File: src/rtl/uart_tx_arbiter_if.sv
// Requester and transmitter-side signals of the UART transmit arbiter.
// The master modport is the arbiter. The slave modport is the requesters and the transmitter.
interface uart_tx_arbiter_if #(
  parameter int N_REQ = 4,
  parameter int IDX_W = 2
);
  logic [N_REQ-1:0]   req;
  logic [8*N_REQ-1:0] req_data;
  logic [N_REQ-1:0]   ack;
  logic [IDX_W-1:0]   grant_idx;
  logic               arb_busy;
  logic               tx_trigger;
  logic [7:0]         tx_data;
  logic               tx_busy;

  modport master (
    input  req, req_data, tx_busy,
    output ack, grant_idx, arb_busy, tx_trigger, tx_data
  );

  modport slave (
    output req, req_data, tx_busy,
    input  ack, grant_idx, arb_busy, tx_trigger, tx_data
  );
endinterface

File: src/rtl/uart_tx_arbiter.sv
// Round-robin arbiter that shares one UART byte transmitter among N_REQ producers.
// It latches the winner's byte, holds trigger until the transmitter goes busy, and then waits for idle.
module uart_tx_arbiter #(
  parameter int N_REQ = 4,
  parameter int IDX_W = 2
) (
  input  logic              clk,
  input  logic              rst_n,
  uart_tx_arbiter_if.master bus
);
  localparam int SLOTS = 1 << IDX_W;
  localparam logic [IDX_W-1:0] LAST_INIT = IDX_W'(N_REQ - 1);

  typedef enum logic [1:0] {IDLE = 2'd0, ARM = 2'd1, SEND = 2'd2} state_t;

  state_t             state_reg, state_next;
  logic [IDX_W-1:0]   last_reg, last_next;
  logic [IDX_W-1:0]   grant_reg, grant_next;
  logic [N_REQ-1:0]   ack_reg, ack_next;
  logic               trig_reg, trig_next;
  logic [7:0]         data_reg, data_next;

  logic [SLOTS-1:0]   req_pad;
  logic [7:0]         req_bytes [SLOTS];
  logic [IDX_W-1:0]   cand;
  logic [IDX_W-1:0]   winner;
  logic               found;

  // Pad the request and byte vectors to 2**IDX_W so a grant index can address them directly.
  generate
    for (genvar gi = 0; gi < SLOTS; gi++) begin : g_slot
      if (gi < N_REQ) begin : g_used
        assign req_pad[gi]   = bus.req[gi];
        assign req_bytes[gi] = bus.req_data[8*gi +: 8];
      end else begin : g_pad
        assign req_pad[gi]   = 1'b0;
        assign req_bytes[gi] = 8'h00;
      end
    end
  endgenerate

  // The search starts at the requester after the last one served and wraps around.
  always_comb begin
    found  = 1'b0;
    winner = last_reg;
    cand   = last_reg;
    for (int k = 1; k <= N_REQ; k++) begin
      cand = IDX_W'((int'(last_reg) + k) % N_REQ);
      if (!found && req_pad[cand]) begin
        found  = 1'b1;
        winner = cand;
      end
    end
  end

  always_ff @(posedge clk or negedge rst_n) begin
    if (!rst_n) begin
      state_reg <= IDLE;
      last_reg  <= LAST_INIT;
      grant_reg <= '0;
      ack_reg   <= '0;
      trig_reg  <= 1'b0;
      data_reg  <= 8'h00;
    end else begin
      state_reg <= state_next;
      last_reg  <= last_next;
      grant_reg <= grant_next;
      ack_reg   <= ack_next;
      trig_reg  <= trig_next;
      data_reg  <= data_next;
    end
  end

  always_comb begin
    state_next = state_reg;
    last_next  = last_reg;
    grant_next = grant_reg;
    ack_next   = '0;
    trig_next  = 1'b0;
    data_next  = data_reg;
    unique case (state_reg)
      IDLE: begin
        // A byte left over from before a reset may still be on the line, so wait for idle.
        if (found && !bus.tx_busy) begin
          data_next  = req_bytes[winner];
          grant_next = winner;
          ack_next   = N_REQ'(1) << winner;
          trig_next  = 1'b1;
          state_next = ARM;
        end
      end
      ARM: begin
        trig_next = 1'b1;
        if (bus.tx_busy) begin
          trig_next  = 1'b0;
          state_next = SEND;
        end
      end
      SEND: begin
        if (!bus.tx_busy) begin
          last_next  = grant_reg;
          state_next = IDLE;
        end
      end
      default: state_next = IDLE;
    endcase
  end

  assign bus.ack        = ack_reg;
  assign bus.grant_idx  = grant_reg;
  assign bus.tx_trigger = trig_reg;
  assign bus.tx_data    = data_reg;
  assign bus.arb_busy   = (state_reg != IDLE);
endmodule
File: src/flat_wrapper.sv
// flat-port wrapper written by rule: the top's interface ports become plain ports
module uart_tx_arbiter_flat 
#(
  parameter int N_REQ = 4,
  parameter int IDX_W = 2
)
  (clk, rst_n, bus_req, bus_req_data, bus_tx_busy, bus_ack, bus_grant_idx, bus_arb_busy, bus_tx_trigger, bus_tx_data);
  uart_tx_arbiter_if #(.N_REQ(N_REQ), .IDX_W(IDX_W)) bus_i ();
  input  logic clk;
  input  logic rst_n;
  input wire logic [$bits(bus_i.req)-1:0] bus_req;
  input wire logic [$bits(bus_i.req_data)-1:0] bus_req_data;
  input wire logic [$bits(bus_i.tx_busy)-1:0] bus_tx_busy;
  output wire logic [$bits(bus_i.ack)-1:0] bus_ack;
  output wire logic [$bits(bus_i.grant_idx)-1:0] bus_grant_idx;
  output wire logic [$bits(bus_i.arb_busy)-1:0] bus_arb_busy;
  output wire logic [$bits(bus_i.tx_trigger)-1:0] bus_tx_trigger;
  output wire logic [$bits(bus_i.tx_data)-1:0] bus_tx_data;
  assign bus_i.req = bus_req;
  assign bus_i.req_data = bus_req_data;
  assign bus_i.tx_busy = bus_tx_busy;
  assign bus_ack = bus_i.ack;
  assign bus_grant_idx = bus_i.grant_idx;
  assign bus_arb_busy = bus_i.arb_busy;
  assign bus_tx_trigger = bus_i.tx_trigger;
  assign bus_tx_data = bus_i.tx_data;
  uart_tx_arbiter #(.N_REQ(N_REQ), .IDX_W(IDX_W)) u_core (.clk(clk), .rst_n(rst_n), .bus(bus_i));
endmodule
File: config.mk
export PLATFORM = sky130hd
export DESIGN_NAME = uart_tx_arbiter_flat
export DESIGN_NICKNAME = d
export VERILOG_FILES = /design/src/rtl/uart_tx_arbiter_if.sv /design/src/rtl/uart_tx_arbiter.sv /design/src/flat_wrapper.sv
export SDC_FILE = /design/constraint.sdc
export NUM_CORES = 1
export LEC_CHECK = 0
export ABC_CLOCK_PERIOD_IN_PS = 2200
export CORE_MARGIN = 3
export CORE_UTILIZATION = 38
export CTS_CLUSTER_DIAMETER = 200
export CTS_CLUSTER_SIZE = 28
export DETAILED_ROUTE_END_ITERATION = 6
export PLACE_DENSITY = 0.77
export SYNTH_ARGS = -nofsm -noshare
export SYNTH_HDL_FRONTEND = slang
export SYNTH_SLANG_ARGS = --single-unit
File: constraint.sdc
create_clock -name clk -period 2.2 [get_ports clk]
set_input_delay 0.44 -clock clk [delete_from_list [all_inputs] [get_ports clk]]
set_output_delay 0.44 -clock clk [all_outputs]
set_load 0.05 [all_outputs]
==> Slide: Implementation Results <==
Key Metrics from the Run

Outcome
  • Run status: complete, no violations

Final timing
  • Setup repair after global routing missed its margin: no
  • Worst hold slack: 0.466 ns
  • Setup clock skew after layout: 0.00837 ns
  • Total Negative Setup Slacks: 0 ns
  • Setup ws final: roughly 0.24 ns
  • Share of the cycle needed by the critical path after routing: between 80% and 90%
  • Upper clock frequency limit: around 500 MHz

Power and ir drop
  • Static Leakage: between 0.7 and 0.8 nW
  • Combinational Power Share: 62.7%
  • Share of total power in sequential cells: roughly 29%
  • Power density over the cells: approximately 1200 mW/mm^2
  • Reported sequential group power: ~0.00058 W
  • Cell-internal power: around 0.0011 W
  • Worst IR Drop VDD: 0.690 mV

Clock network
  • Cts bufs inserted: 3
  • H-tree depth: 1
  • Library cell used as clock root buffer: sky130_fd_sc_hd__clkbuf_4
  • Clock-pin transition on the worst setup and hold timing paths: 0.11 ns
  • TritonCTS clock tree: yes

Worst setup path
  • Sort of element at the end of the critical path: register
  • Worst Path Max Fanout: 7
  • Kind of start point of the critical path: primary input

Final layout
  • Dominant kind of cell by area: buffers
  • Combined flip-flop and latch cell area: approximately 480 sq um
  • Combinational gates: ~62
  • Fraction of layout instances using a drive strength above 1: about a fifth
  • Final net count: 196
  • Fraction of standard cell area in multi-input logic: a little under a third
  • Data-path buffer share of cell area in the final layout: 37.7%
  • Buffers excl. clock: approximately 67

Route
  • Drt first pass iters: 4
  • Vias per std cell: ~5.0
  • DRC violations left: 0

Global route
  • Met2 capacity usage during global routing: around a quarter
  • Number of global-route vias before repair: 947

Yosys
  • Register bit count reported by yosys: 19
  • Cell type contributing the most total cell area after synthesis: sky130_fd_sc_hd__dfrtp_1
  • Mapped Avg Cell Area: ~11 sq um
  • Ys async rst share: 100%
  • Most common cell in the synthesized netlist: sky130_fd_sc_hd__dfrtp_1
  • Dominant Register Cell: sky130_fd_sc_hd__dfrtp_1
  • Number of different library cells in the post-synthesis netlist: 26

Placed design
  • Count of placed standard cells including taps: 182

Floorplanning
  • Number of tap instances: 30
  • Die area: 0.00338 sq mm
  • Die width: between 50 and 60 microns
per-layer routing:
layer	vias to the layer above	share of wire, %	routed length [microns]
li1	460	-	-
met1	431	42	1030
met2	40	48	1170
met3	2	10	246
met4	0	0.41	10
met5	-	0	0
worst paths after layout:
| path | start | end | slack [ns] | cells after the start |
|---|---|---|---|---|
| worst min register to register | u_core.bus.tx_data[1] | u_core.bus.tx_data[1] | 0.51 | 2 |
| worst max-delay path | bus_req[0] | u_core.bus.tx_data[2] | 0.24 | 6 |
| worst min-delay path | rst_n | u_core.state_reg[0] | 0.47 | 2 |
| worst max register to register | u_core.last_reg[0] | u_core.bus.tx_data[3] | 0.40 | 6 |
| max in group asynchronous | rst_n | u_core.last_reg[0] | 1.46 | 2 |
| min in group clk | u_core.bus.tx_data[1] | u_core.bus.tx_data[1] | 0.51 | 2 |
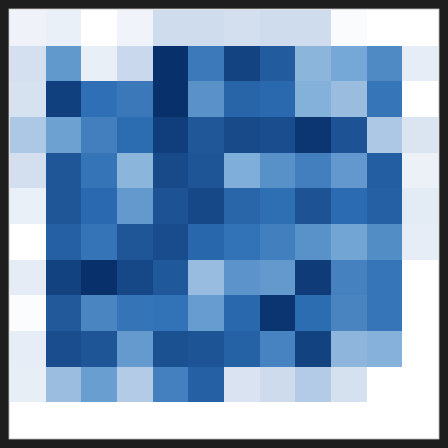
**Above:** cell area per tile.
The die is cut into 12 by 12 equal tiles; white is low, dark blue is high, 0 to 100% covered.
fullest tile = 100%
mean over tiles = 50%
tiles over 75% full = 32%
emptiest ninth of the die = lower right
nearly empty tiles = 16%
Core Box Area: 0.00252 sq mm
Post-Route Utilization: 68.6%
Starting Density: 41.0%

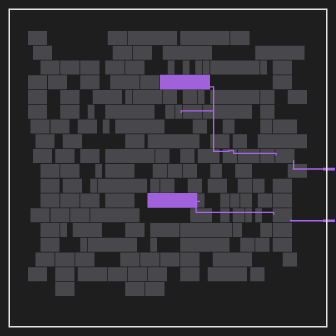
**Above:** port wiring.
purple -> bus_grant_idx  # direction output, edge right, end cells 2, buffers 2, wire 61.7 microns
number of top-level pins: 55
number of buffers inserted by port buffering: 54

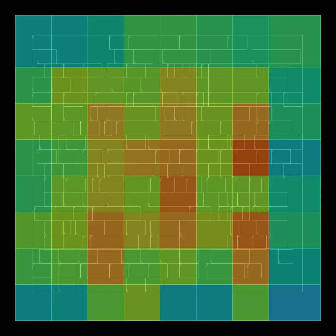
**Above:** routing congestion map.
met1 layer usage reported by global route: 20.2%
total global-route track usage: 15.6%
highest-utilization routing layer at the global route stage: met2

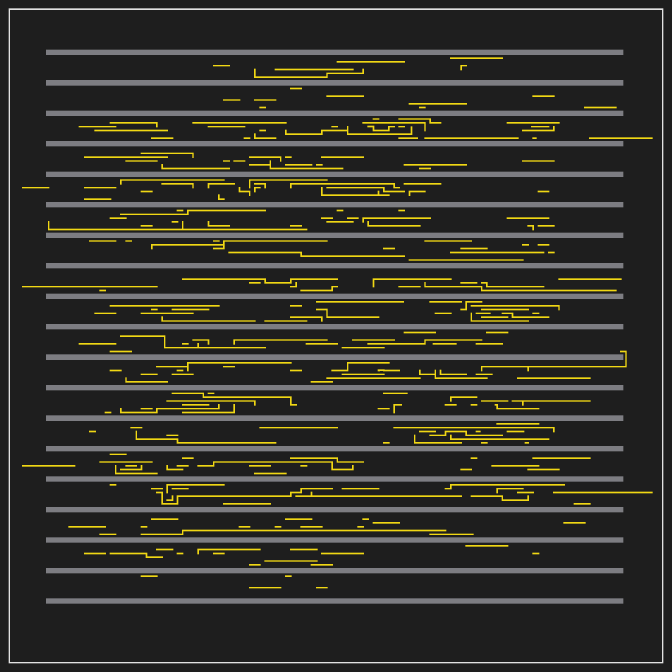
**Above:** M1 wires.
Supply wires on this layer in gray.
nets with wire on the layer = 155
share of all routed wire = 42%
main direction = horizontal
DR vias: 933
total wire length: 2460 microns

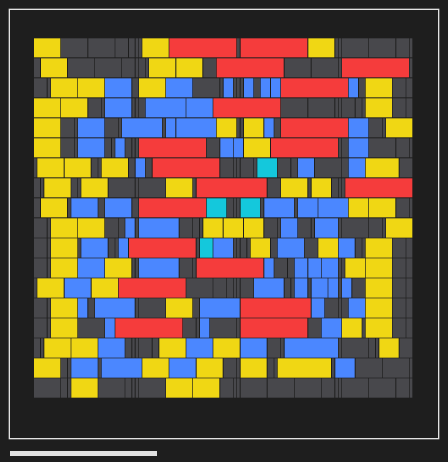
**Above:** placement by cell class.
The bar under the picture is 20 microns long. Fill, decap, tap and diode cells in gray.
yellow -> other buffers and delay cells  # cells 67
blue -> all other logic  # cells 66
red -> flip-flops  # cells 19
cyan -> clock drivers and dummy loads  # cells 4
Non-Filler Cell Area, Final: 0.00173 sq mm
proportion of cell area occupied by registers: 27.6%
row count: 18

No activity file was given, so power comes from the tool's default toggle rates.
